**src/rtl/trdb_pkg.sv**
```systemverilog
`default_nettype none
// +----------------------------------------------------------------------------+
// | Module      : trdb_pkg                                                     |
// | Description : Shared types and defaults for the trace packet scheduler     |
// |               and its branch map.                                          |
// | Revision    : 1.0 - initial release                                        |
// +----------------------------------------------------------------------------+
package trdb_pkg;

    // Packet format, encoded as in the packet header.
    typedef enum logic [1:0] {
        F0 = 2'b00,
        F1 = 2'b01,
        F2 = 2'b10,
        F3 = 2'b11
    } trdb_format_e;

    // Format 3 subformat; zero for every other format.
    typedef enum logic [1:0] {
        SF_START   = 2'd0,
        SF_TRAP    = 2'd1,
        SF_CONTEXT = 2'd2,
        SF_SUPPORT = 2'd3
    } trdb_subformat_e;

    // Scheduler sequencing states.
    typedef enum logic [1:0] {
        ST_IDLE  = 2'd0,
        ST_START = 2'd1,
        ST_TRACE = 2'd2,
        ST_DRAIN = 2'd3
    } trdb_sched_state_e;

    // Branch-map capacity; the 5-bit count limits this to 31.
    localparam int unsigned BMAP_LEN_DEFAULT = 31;

endpackage
`default_nettype wire

```
**src/rtl/trdb_packet_scheduler_if.sv**
```systemverilog
`default_nettype none
// +----------------------------------------------------------------------------+
// | Module      : trdb_packet_scheduler_if                                     |
// | Description : Retired-instruction stream plus packet request bus of the    |
// |               scheduler.                                                   |
// |   slave  : the scheduler (consumes instructions, drives pkt_* / stall_o)   |
// |   master : the environment (instruction source and packet emitter)         |
// | Revision    : 1.0 - initial release                                        |
// +----------------------------------------------------------------------------+
interface trdb_packet_scheduler_if
    import trdb_pkg::*;
#(
    parameter int unsigned BMAP_LEN = BMAP_LEN_DEFAULT
) ();

    // Instruction source side
    logic                trace_enable_i;
    logic                inst_valid_i;
    logic                is_branch_i;
    logic                is_branch_taken_i;
    logic                exception_i;
    logic                context_change_i;
    logic                updiscon_i;
    logic                stall_o;

    // Emitter side
    logic                pkt_valid_o;
    logic                pkt_ready_i;
    trdb_format_e        pkt_format_o;
    trdb_subformat_e     pkt_subformat_o;
    logic [BMAP_LEN-1:0] branch_map_o;
    logic [4:0]          branch_cnt_o;

    modport slave (
        input  trace_enable_i, inst_valid_i, is_branch_i, is_branch_taken_i,
               exception_i, context_change_i, updiscon_i, pkt_ready_i,
        output stall_o, pkt_valid_o, pkt_format_o, pkt_subformat_o,
               branch_map_o, branch_cnt_o
    );

    modport master (
        output trace_enable_i, inst_valid_i, is_branch_i, is_branch_taken_i,
               exception_i, context_change_i, updiscon_i, pkt_ready_i,
        input  stall_o, pkt_valid_o, pkt_format_o, pkt_subformat_o,
               branch_map_o, branch_cnt_o
    );

endinterface
`default_nettype wire

```
**src/rtl/trdb_branch_map.sv**
```systemverilog
`default_nettype none
// +----------------------------------------------------------------------------+
// | Module      : trdb_branch_map                                              |
// | Description : Accumulates branch outcomes (1 = not taken, bit 0 oldest).   |
// |               The snapshot outputs already contain the branch pushed this  |
// |               cycle, so a packet triggered by that same instruction        |
// |               carries it while the stored map restarts empty.              |
// | Ports       : clk_i, rst_ni (sync, active-low)                             |
// |               push_i/taken_i : record one branch outcome                   |
// |               clear_i        : empty the stored map after this cycle       |
// |               full_o         : snapshot count equals BMAP_LEN              |
// |               snap_map_o/snap_cnt_o : map and count including this push    |
// | Revision    : 1.0 - initial release                                        |
// +----------------------------------------------------------------------------+
module trdb_branch_map
    import trdb_pkg::*;
#(
    parameter int unsigned BMAP_LEN = BMAP_LEN_DEFAULT
) (
    input  wire logic                clk_i,
    input  wire logic                rst_ni,
    input  wire logic                push_i,
    input  wire logic                taken_i,
    input  wire logic                clear_i,
    output logic                     full_o,
    output logic [BMAP_LEN-1:0]      snap_map_o,
    output logic [4:0]               snap_cnt_o
);

    localparam logic [4:0] c_len = 5'(BMAP_LEN);

    logic [BMAP_LEN-1:0] map_q, map_d;
    logic [4:0]          cnt_q, cnt_d;

    // Snapshot path: stored map with this cycle's branch inserted.
    always_comb begin
        snap_map_o = map_q;
        snap_cnt_o = cnt_q;
        if (push_i && (cnt_q < c_len)) begin
            for (int i = 0; i < BMAP_LEN; i++) begin
                if (cnt_q == 5'(i)) begin
                    snap_map_o[i] = ~taken_i;
                end
            end
            snap_cnt_o = cnt_q + 5'd1;
        end
    end

    assign full_o = (snap_cnt_o == c_len);

    // A clear wins over a push: the pushed branch leaves through the snapshot.
    always_comb begin
        map_d = map_q;
        cnt_d = cnt_q;
        if (clear_i) begin
            map_d = '0;
            cnt_d = '0;
        end else if (push_i) begin
            map_d = snap_map_o;
            cnt_d = snap_cnt_o;
        end
    end

    always_ff @(posedge clk_i) begin
        if (!rst_ni) begin
            map_q <= '0;
            cnt_q <= '0;
        end else begin
            map_q <= map_d;
            cnt_q <= cnt_d;
        end
    end

endmodule
`default_nettype wire

```
**src/rtl/trdb_packet_scheduler.sv**
```systemverilog
`default_nettype none
// +----------------------------------------------------------------------------+
// | Module      : trdb_packet_scheduler                                        |
// | Description : Decides when a trace packet is due and which format it has,  |
// |               collects the branch map and hands requests to the emitter    |
// |               over a valid/ready handshake, stalling the instruction       |
// |               source while a request is not accepted.                      |
// | Ports       : clk_i, rst_ni (sync, active-low)                             |
// |               bus (slave): instruction stream in, stall_o out,             |
// |                            pkt_valid_o/pkt_ready_i handshake, format,      |
// |                            subformat, branch map and count out             |
// | Revision    : 1.0 - initial release                                        |
// +----------------------------------------------------------------------------+
module trdb_packet_scheduler
    import trdb_pkg::*;
#(
    parameter int unsigned RESYNC_MAX = 256,
    parameter int unsigned BMAP_LEN   = BMAP_LEN_DEFAULT
) (
    input  wire logic               clk_i,
    input  wire logic               rst_ni,
    trdb_packet_scheduler_if.slave  bus
);

    localparam int unsigned    c_rs_w   = $clog2(RESYNC_MAX + 1);
    localparam logic [c_rs_w-1:0] c_rs_max = c_rs_w'(RESYNC_MAX);

    // State and registered outputs
    trdb_sched_state_e   state_q, state_d;
    logic [c_rs_w-1:0]   resync_cnt_q, resync_cnt_d;
    logic                pkt_valid_q, pkt_valid_d;
    trdb_format_e        fmt_q, fmt_d;
    trdb_subformat_e     sub_q, sub_d;
    logic [BMAP_LEN-1:0] map_q, map_d;
    logic [4:0]          cnt_q, cnt_d;

    // Combinational helpers
    logic                w_stall;
    logic                w_acc;
    logic                w_done;
    logic                w_tracing;
    logic                w_bm_push;
    logic                w_bm_full;
    logic [BMAP_LEN-1:0] w_snap_map;
    logic [4:0]          w_snap_cnt;
    logic [c_rs_w-1:0]   w_resync_upd;
    logic                w_resync_hit;
    logic                w_req;
    trdb_format_e        w_req_fmt;
    trdb_subformat_e     w_req_sub;

    assign w_stall   = pkt_valid_q & ~bus.pkt_ready_i;
    assign w_acc     = bus.inst_valid_i & ~w_stall & bus.trace_enable_i;
    assign w_done    = pkt_valid_q & bus.pkt_ready_i;
    assign w_tracing = (state_q == ST_START) || (state_q == ST_TRACE);
    assign w_bm_push = w_acc & w_tracing & bus.is_branch_i;

    // Resync decision uses the count including the current instruction.
    assign w_resync_upd = (resync_cnt_q == c_rs_max) ? resync_cnt_q
                                                     : resync_cnt_q + 1'b1;
    assign w_resync_hit = (w_resync_upd == c_rs_max);

    trdb_branch_map #(
        .BMAP_LEN (BMAP_LEN)
    ) u_branch_map (
        .clk_i      (clk_i),
        .rst_ni     (rst_ni),
        .push_i     (w_bm_push),
        .taken_i    (bus.is_branch_taken_i),
        .clear_i    (w_req),
        .full_o     (w_bm_full),
        .snap_map_o (w_snap_map),
        .snap_cnt_o (w_snap_cnt)
    );

    // ---------------------------------------------------------------- FSM: state register
    always_ff @(posedge clk_i) begin
        if (!rst_ni) begin
            state_q <= ST_IDLE;
        end else begin
            state_q <= state_d;
        end
    end

    // ---------------------------------------------------------------- FSM: next state
    always_comb begin
        state_d = state_q;
        case (state_q)
            ST_IDLE: begin
                if (bus.trace_enable_i) state_d = ST_START;
            end
            ST_START: begin
                // Disabled before anything was traced: nothing to report.
                if (w_acc)                        state_d = ST_TRACE;
                else if (!bus.trace_enable_i)     state_d = ST_IDLE;
            end
            ST_TRACE: begin
                // The support packet waits until the output register is free.
                if (!bus.trace_enable_i && !w_stall) state_d = ST_DRAIN;
            end
            ST_DRAIN: begin
                if (w_done) state_d = ST_IDLE;
            end
            default: state_d = ST_IDLE;
        endcase
    end

    // ---------------------------------------------------------------- FSM: outputs (packet request)
    always_comb begin
        w_req     = 1'b0;
        w_req_fmt = F0;
        w_req_sub = SF_START;
        case (state_q)
            ST_START: begin
                if (w_acc) begin
                    w_req     = 1'b1;
                    w_req_fmt = F3;
                    w_req_sub = SF_START;
                end
            end
            ST_TRACE: begin
                if (!bus.trace_enable_i) begin
                    if (!w_stall) begin
                        w_req     = 1'b1;
                        w_req_fmt = F3;
                        w_req_sub = SF_SUPPORT;
                    end
                end else if (w_acc) begin
                    if (bus.exception_i) begin
                        w_req     = 1'b1;
                        w_req_fmt = F3;
                        w_req_sub = SF_TRAP;
                    end else if (bus.context_change_i) begin
                        w_req     = 1'b1;
                        w_req_fmt = F3;
                        w_req_sub = SF_CONTEXT;
                    end else if (w_resync_hit) begin
                        w_req     = 1'b1;
                        w_req_fmt = F3;
                        w_req_sub = SF_START;
                    end else if (bus.updiscon_i) begin
                        w_req     = 1'b1;
                        w_req_fmt = (w_snap_cnt == 5'd0) ? F2 : F1;
                    end else if (w_bm_full) begin
                        w_req     = 1'b1;
                        w_req_fmt = F1;
                    end
                end
            end
            default: ;
        endcase
    end

    // ---------------------------------------------------------------- resync counter
    always_comb begin
        resync_cnt_d = resync_cnt_q;
        if (w_req && (w_req_fmt == F3)) begin
            resync_cnt_d = '0;
        end else if (w_acc) begin
            resync_cnt_d = w_resync_upd;
        end
    end

    // ---------------------------------------------------------------- packet output register
    // A request is only raised when the register is free (w_stall low), so
    // the fields never change under a pending, unaccepted request.
    always_comb begin
        pkt_valid_d = pkt_valid_q;
        fmt_d       = fmt_q;
        sub_d       = sub_q;
        map_d       = map_q;
        cnt_d       = cnt_q;
        if (w_req) begin
            pkt_valid_d = 1'b1;
            fmt_d       = w_req_fmt;
            sub_d       = w_req_sub;
            map_d       = w_snap_map;
            cnt_d       = w_snap_cnt;
        end else if (w_done) begin
            pkt_valid_d = 1'b0;
        end
    end

    always_ff @(posedge clk_i) begin
        if (!rst_ni) begin
            resync_cnt_q <= '0;
            pkt_valid_q  <= 1'b0;
            fmt_q        <= F0;
            sub_q        <= SF_START;
            map_q        <= '0;
            cnt_q        <= '0;
        end else begin
            resync_cnt_q <= resync_cnt_d;
            pkt_valid_q  <= pkt_valid_d;
            fmt_q        <= fmt_d;
            sub_q        <= sub_d;
            map_q        <= map_d;
            cnt_q        <= cnt_d;
        end
    end

    assign bus.stall_o         = w_stall;
    assign bus.pkt_valid_o     = pkt_valid_q;
    assign bus.pkt_format_o    = fmt_q;
    assign bus.pkt_subformat_o = sub_q;
    assign bus.branch_map_o    = map_q;
    assign bus.branch_cnt_o    = cnt_q;

endmodule
`default_nettype wire

```
**src/flat_wrapper.sv**
```systemverilog
// flat-port wrapper written by rule: the top's interface ports become plain ports
module trdb_packet_scheduler_flat import trdb_pkg::*;
#(
    parameter int unsigned RESYNC_MAX = 256,
    parameter int unsigned BMAP_LEN   = BMAP_LEN_DEFAULT
)
  (clk_i, rst_ni, bus_trace_enable_i, bus_inst_valid_i, bus_is_branch_i, bus_is_branch_taken_i, bus_exception_i, bus_context_change_i, bus_updiscon_i, bus_pkt_ready_i, bus_stall_o, bus_pkt_valid_o, bus_pkt_format_o, bus_pkt_subformat_o, bus_branch_map_o, bus_branch_cnt_o);
  trdb_packet_scheduler_if #(.BMAP_LEN(BMAP_LEN)) bus_i ();
  input  wire logic clk_i;
  input  wire logic rst_ni;
  input wire logic [$bits(bus_i.trace_enable_i)-1:0] bus_trace_enable_i;
  input wire logic [$bits(bus_i.inst_valid_i)-1:0] bus_inst_valid_i;
  input wire logic [$bits(bus_i.is_branch_i)-1:0] bus_is_branch_i;
  input wire logic [$bits(bus_i.is_branch_taken_i)-1:0] bus_is_branch_taken_i;
  input wire logic [$bits(bus_i.exception_i)-1:0] bus_exception_i;
  input wire logic [$bits(bus_i.context_change_i)-1:0] bus_context_change_i;
  input wire logic [$bits(bus_i.updiscon_i)-1:0] bus_updiscon_i;
  input wire logic [$bits(bus_i.pkt_ready_i)-1:0] bus_pkt_ready_i;
  output wire logic [$bits(bus_i.stall_o)-1:0] bus_stall_o;
  output wire logic [$bits(bus_i.pkt_valid_o)-1:0] bus_pkt_valid_o;
  output wire logic [$bits(bus_i.pkt_format_o)-1:0] bus_pkt_format_o;
  output wire logic [$bits(bus_i.pkt_subformat_o)-1:0] bus_pkt_subformat_o;
  output wire logic [$bits(bus_i.branch_map_o)-1:0] bus_branch_map_o;
  output wire logic [$bits(bus_i.branch_cnt_o)-1:0] bus_branch_cnt_o;
  assign bus_i.trace_enable_i = bus_trace_enable_i;
  assign bus_i.inst_valid_i = bus_inst_valid_i;
  assign bus_i.is_branch_i = bus_is_branch_i;
  assign bus_i.is_branch_taken_i = bus_is_branch_taken_i;
  assign bus_i.exception_i = bus_exception_i;
  assign bus_i.context_change_i = bus_context_change_i;
  assign bus_i.updiscon_i = bus_updiscon_i;
  assign bus_i.pkt_ready_i = bus_pkt_ready_i;
  assign bus_stall_o = bus_i.stall_o;
  assign bus_pkt_valid_o = bus_i.pkt_valid_o;
  assign bus_pkt_format_o = bus_i.pkt_format_o;
  assign bus_pkt_subformat_o = bus_i.pkt_subformat_o;
  assign bus_branch_map_o = bus_i.branch_map_o;
  assign bus_branch_cnt_o = bus_i.branch_cnt_o;
  trdb_packet_scheduler #(.RESYNC_MAX(RESYNC_MAX), .BMAP_LEN(BMAP_LEN)) u_core (.clk_i(clk_i), .rst_ni(rst_ni), .bus(bus_i));
endmodule
```
**config.mk**
```make
export PLATFORM = sky130hd
export DESIGN_NAME = trdb_packet_scheduler_flat
export DESIGN_NICKNAME = d
export VERILOG_FILES = /design/src/rtl/trdb_pkg.sv /design/src/rtl/trdb_packet_scheduler_if.sv /design/src/rtl/trdb_branch_map.sv /design/src/rtl/trdb_packet_scheduler.sv /design/src/flat_wrapper.sv
export SDC_FILE = /design/constraint.sdc
export NUM_CORES = 1
export LEC_CHECK = 0
export CAP_MARGIN = 0
export CELL_PAD_IN_SITES_DETAIL_PLACEMENT = 1
export CELL_PAD_IN_SITES_GLOBAL_PLACEMENT = 1
export CORE_MARGIN = 5
export CORE_UTILIZATION = 43
export CTS_CLUSTER_SIZE = 16
export DETAILED_ROUTE_END_ITERATION = 12
export GPL_TIMING_DRIVEN = 0
export PLACE_DENSITY = 0.88
export SETUP_SLACK_MARGIN = 0.1
export SYNTH_ARGS = -nofsm -noshare
export SYNTH_HDL_FRONTEND = slang
export SYNTH_SLANG_ARGS = --single-unit
```
**constraint.sdc**
```tcl
create_clock -name clk_i -period 3.7 [get_ports clk_i]
set_input_delay 0.74 -clock clk_i [delete_from_list [all_inputs] [get_ports clk_i]]
set_output_delay 0.74 -clock clk_i [all_outputs]
set_load 0.1 [all_outputs]
```
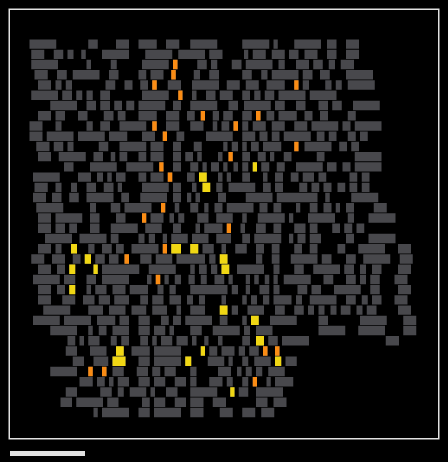
logic_types.png
Bar = 20 um.
[inv cells] orange | cells: 25
[nor cells] yellow | cells: 21

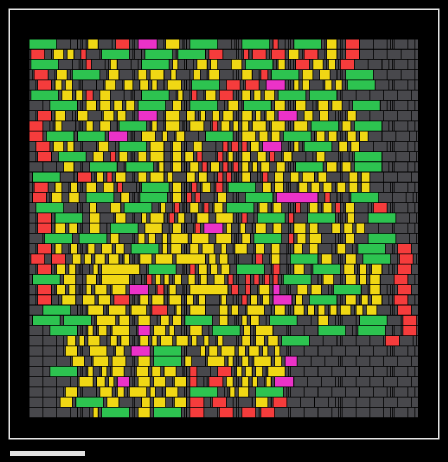
placement_by_type.png
Bar = 20 um. Fill, decap, tap and diode cells in gray.
[remaining buffers and delay cells] red | cells: 105 | share of their area: 14%
[sequential cells] green | cells: 88 | share of their area: 33%
[clock drivers and dummy loads] magenta | cells: 16 | share of their area: 4.0%
[combinational and other logic] yellow | cells: 383 | share of their area: 49%

==> impl_metrics.json <==
{
  "outcome": "complete, no violations",
  "timing.critical_path.to": "bus_stall_o",
  "criticalPathCategory": "in -> out",
  "synthArstFlopShare_pct": 0,
  "finish.utilization_pct": 53.1,
  "drt_iter0_markers": 254,
  "clkSinkCount": 88,
  "max_cap_violations": 0,
  "met3_usage_pct": 4.83,
  "io_pins": 52,
  "power.static_leakage_nw": 2.02,
  "synth_area_per_cell_um2": 8.82,
  "lay_top_count": "dfxtp_1",
  "ys.flops": 88,
  "critical_path.startpoint_type": "primary input",
  "synth-seq-area-share_pct": 38.0,
  "timing.critical_path.arrival_ns": 2.74,
  "design.final.nets": 609,
  "syn-num-nets": 547,
  "chipWidth_um": 114,
  "first_pass_iters": 7,
  "cts_tree": "built",
  "routed_wl_mm": 14.7,
  "synth_top_area_share_pct": 38.0,
  "holdBufCountCts": 0,
  "hold_slack_ns": 0.477,
  "final_period_minus_worst_setup_slack_ns": 3.48,
  "cts_setup_buffers": 0,
  "antenna_cells_inserted": 0,
  "top_usage_layer": "met2",
  "ff_type": "dfxtp_1",
  "final.setup.tns_ns": 0,
  "global_routing_usage_on_met2_pct": 38.1,
  "fp-row-count": 37,
  "slew_violations": 0,
  "ys_warn_count": 0,
  "met2RoutedLength_mm": 7.01,
  "cp_common_cell": "clkdlybuf4s50_1",
  "flow.area_growth_from_synthesis_pct": 19.4,
  "met1_length_mm": 6.54,
  "timing.max_slew.rel_slack_pct": 34.1,
  "max_stage_delay_ns": 1.16,
  "dieArea_um2": 12900,
  "die-height_um": 114,
  "worst_reg2reg_path_endpoint": "u_core.bus.pkt_subformat_o[1]",
  "first_global_vias": 4654,
  "log.warning_count": 34,
  "antenna_found_initial": 0,
  "placeableCoreArea_um2": 10400,
  "skew_ns": 0.0134,
  "place_hpwl_mm": 10.6,
  "worst_r2r_path_depth": 9,
  "regToRegSetupSlack_ns": 0.48,
  "ys_cells": 525,
  "share_of_post_route_cells_with_drive_strength_above_1_pct": 6.93,
  "hold_path_class": "reg -> reg",
  "clock_tree.buffer_depth": 2,
  "htree_depth": 3,
  "worst_vdd_rail_ir_drop_mv": 0.180,
  "max_freq_mhz": 287,
  "initCoreUtil_pct": 44.5,
  "worstPathCellList": "clkdlybuf4s50_1 > nand2b_2 > inv_2 > clkdlybuf4s50_1",
  "r2r-start": "u_core.u_branch_map.cnt_q[0]",
  "post-place-ws_ns": 0.00392,
  "hold_end": "u_core.bus.pkt_subformat_o[0]",
  "cts_inserted_buffers": 9,
  "hold_path_startpoint": "u_core.bus.pkt_subformat_o[0]",
  "routability_congestion_estimate": 0.911,
  "met3WireLength_um": 751,
  "synthesis.area_um2": 4630,
  "drt.antenna.violating_nets": 0,
  "critical_path.max_fanout": 8,
  "ys_top_cells_by_area": "dfxtp_1 38%, o211ai_1 5.7%, o31ai_1 5.5%",
  "global_route_wire_length_before_repair_mm": 24.1,
  "cp-startpoint": "bus_pkt_ready_i",
  "finalWorstSetupSlack_ns": 0.218,
  "worst-endpoint-required_ns": 2.96,
  "final.period_utilization_pct": 94.1,
  "clk_pin_slew_worst_paths_ns": 0.10,
  "design_power_total_mw": 1.91,
  "overflow": 0,
  "number_of_enable_type_register_cells_in_the_synthesized_netlist": 0,
  "cellPowerDensity_nw_per_um2": 345,
  "drc": 0,
  "globalRouteTotalUtil_pct": 23.1,
  "worst_skew_pair.late_latency_ns": 0.38,
  "instances_no_fill": 728,
  "ys_types": 56,
  "yosys_area_um2": 4630,
  "instance_tally_after_logic_synthesis": 525,
  "ctsRootBufferMaster": "clkbuf_8",
  "layout.cells.most_common_list": "88 x dfxtp_1, 51 x clkdlybuf4s50_1, 44 x a21oi_1",
  "rsz0062_at_grt": "no",
  "numPlacedInstances": 712,
  "final_area_um2": 5530,
  "final_hold_viol_count": 0
}
## power by group
part           internal, mW  switching, mW
logic                0.0571          0.165
clock network         0.354          0.372
registers             0.953        0.00685
## synth_stat cells (3+ instances only)
master and number:
dfxtp_1 88, a21oi_1 44, clkbuf_1 41, and3_1 39, a31oi_1 35, o211ai_1 35
o31ai_1 34, inv_1 23, nand2_1 21, nand4_1 20, mux2i_1 17, ha_1 12
buf_2 10, a311oi_1 8, nand3_1 7, xnor2_1 7, xor2_1 7, a211oi_1 6
and2_1 6, nor3_1 6, nor2b_1 5, nor2_1 4, nor4_1 4, o21ai_0 4
a41oi_1 3, and4_1 3
## registers in the layout, summed over array words and instances, names as in the netlist, named ones only
name	count
u_core.u_branch_map.map_q	31
u_core.bus.branch_cnt_o	5
u_core.resync_cnt_q	9
u_core.bus.pkt_subformat_o	2
u_core.bus.pkt_valid_o	1
u_core.u_branch_map.cnt_q	5
u_core.bus.pkt_format_o	2
u_core.state_q	1
u_core.bus.branch_map_o	31
## timing repair
item                       in CTS  in global routing
gates resized                   0                  1
hold endpoints to repair        0                  0
setup endpoints to repair       0                  1
## cell type report
cell class              count  area, um2
fillers                  1236       4880
multi-input cells         358       2550
flip-flops and latches     88       1760
repair buffers             51        510
plain buffers              54        230
well taps                 136        170
clock buffers              11        151
inverters                  25       93.8
clock inverters             5       61.3
## logic make-up (layout without fill, tap and decap cells)
group	after synthesis	after routing	share of synthesized area (%)
simple gates	124	124	15.6
mux	19	19	4.21
fa+ha+maj	12	12	3.24
buf+inv	79	146	7.00
flops	88	88	38.0
compound gates	189	189	29.2
xor+xnor	14	14	2.65
## critical path: cells and delay by family
kind	cells	cell delay, ns
buffers and inverters	3	1.76
AND/OR/NAND/NOR	1	0.24
Power figures rest on the tool's default switching activity, not on a simulated workload.
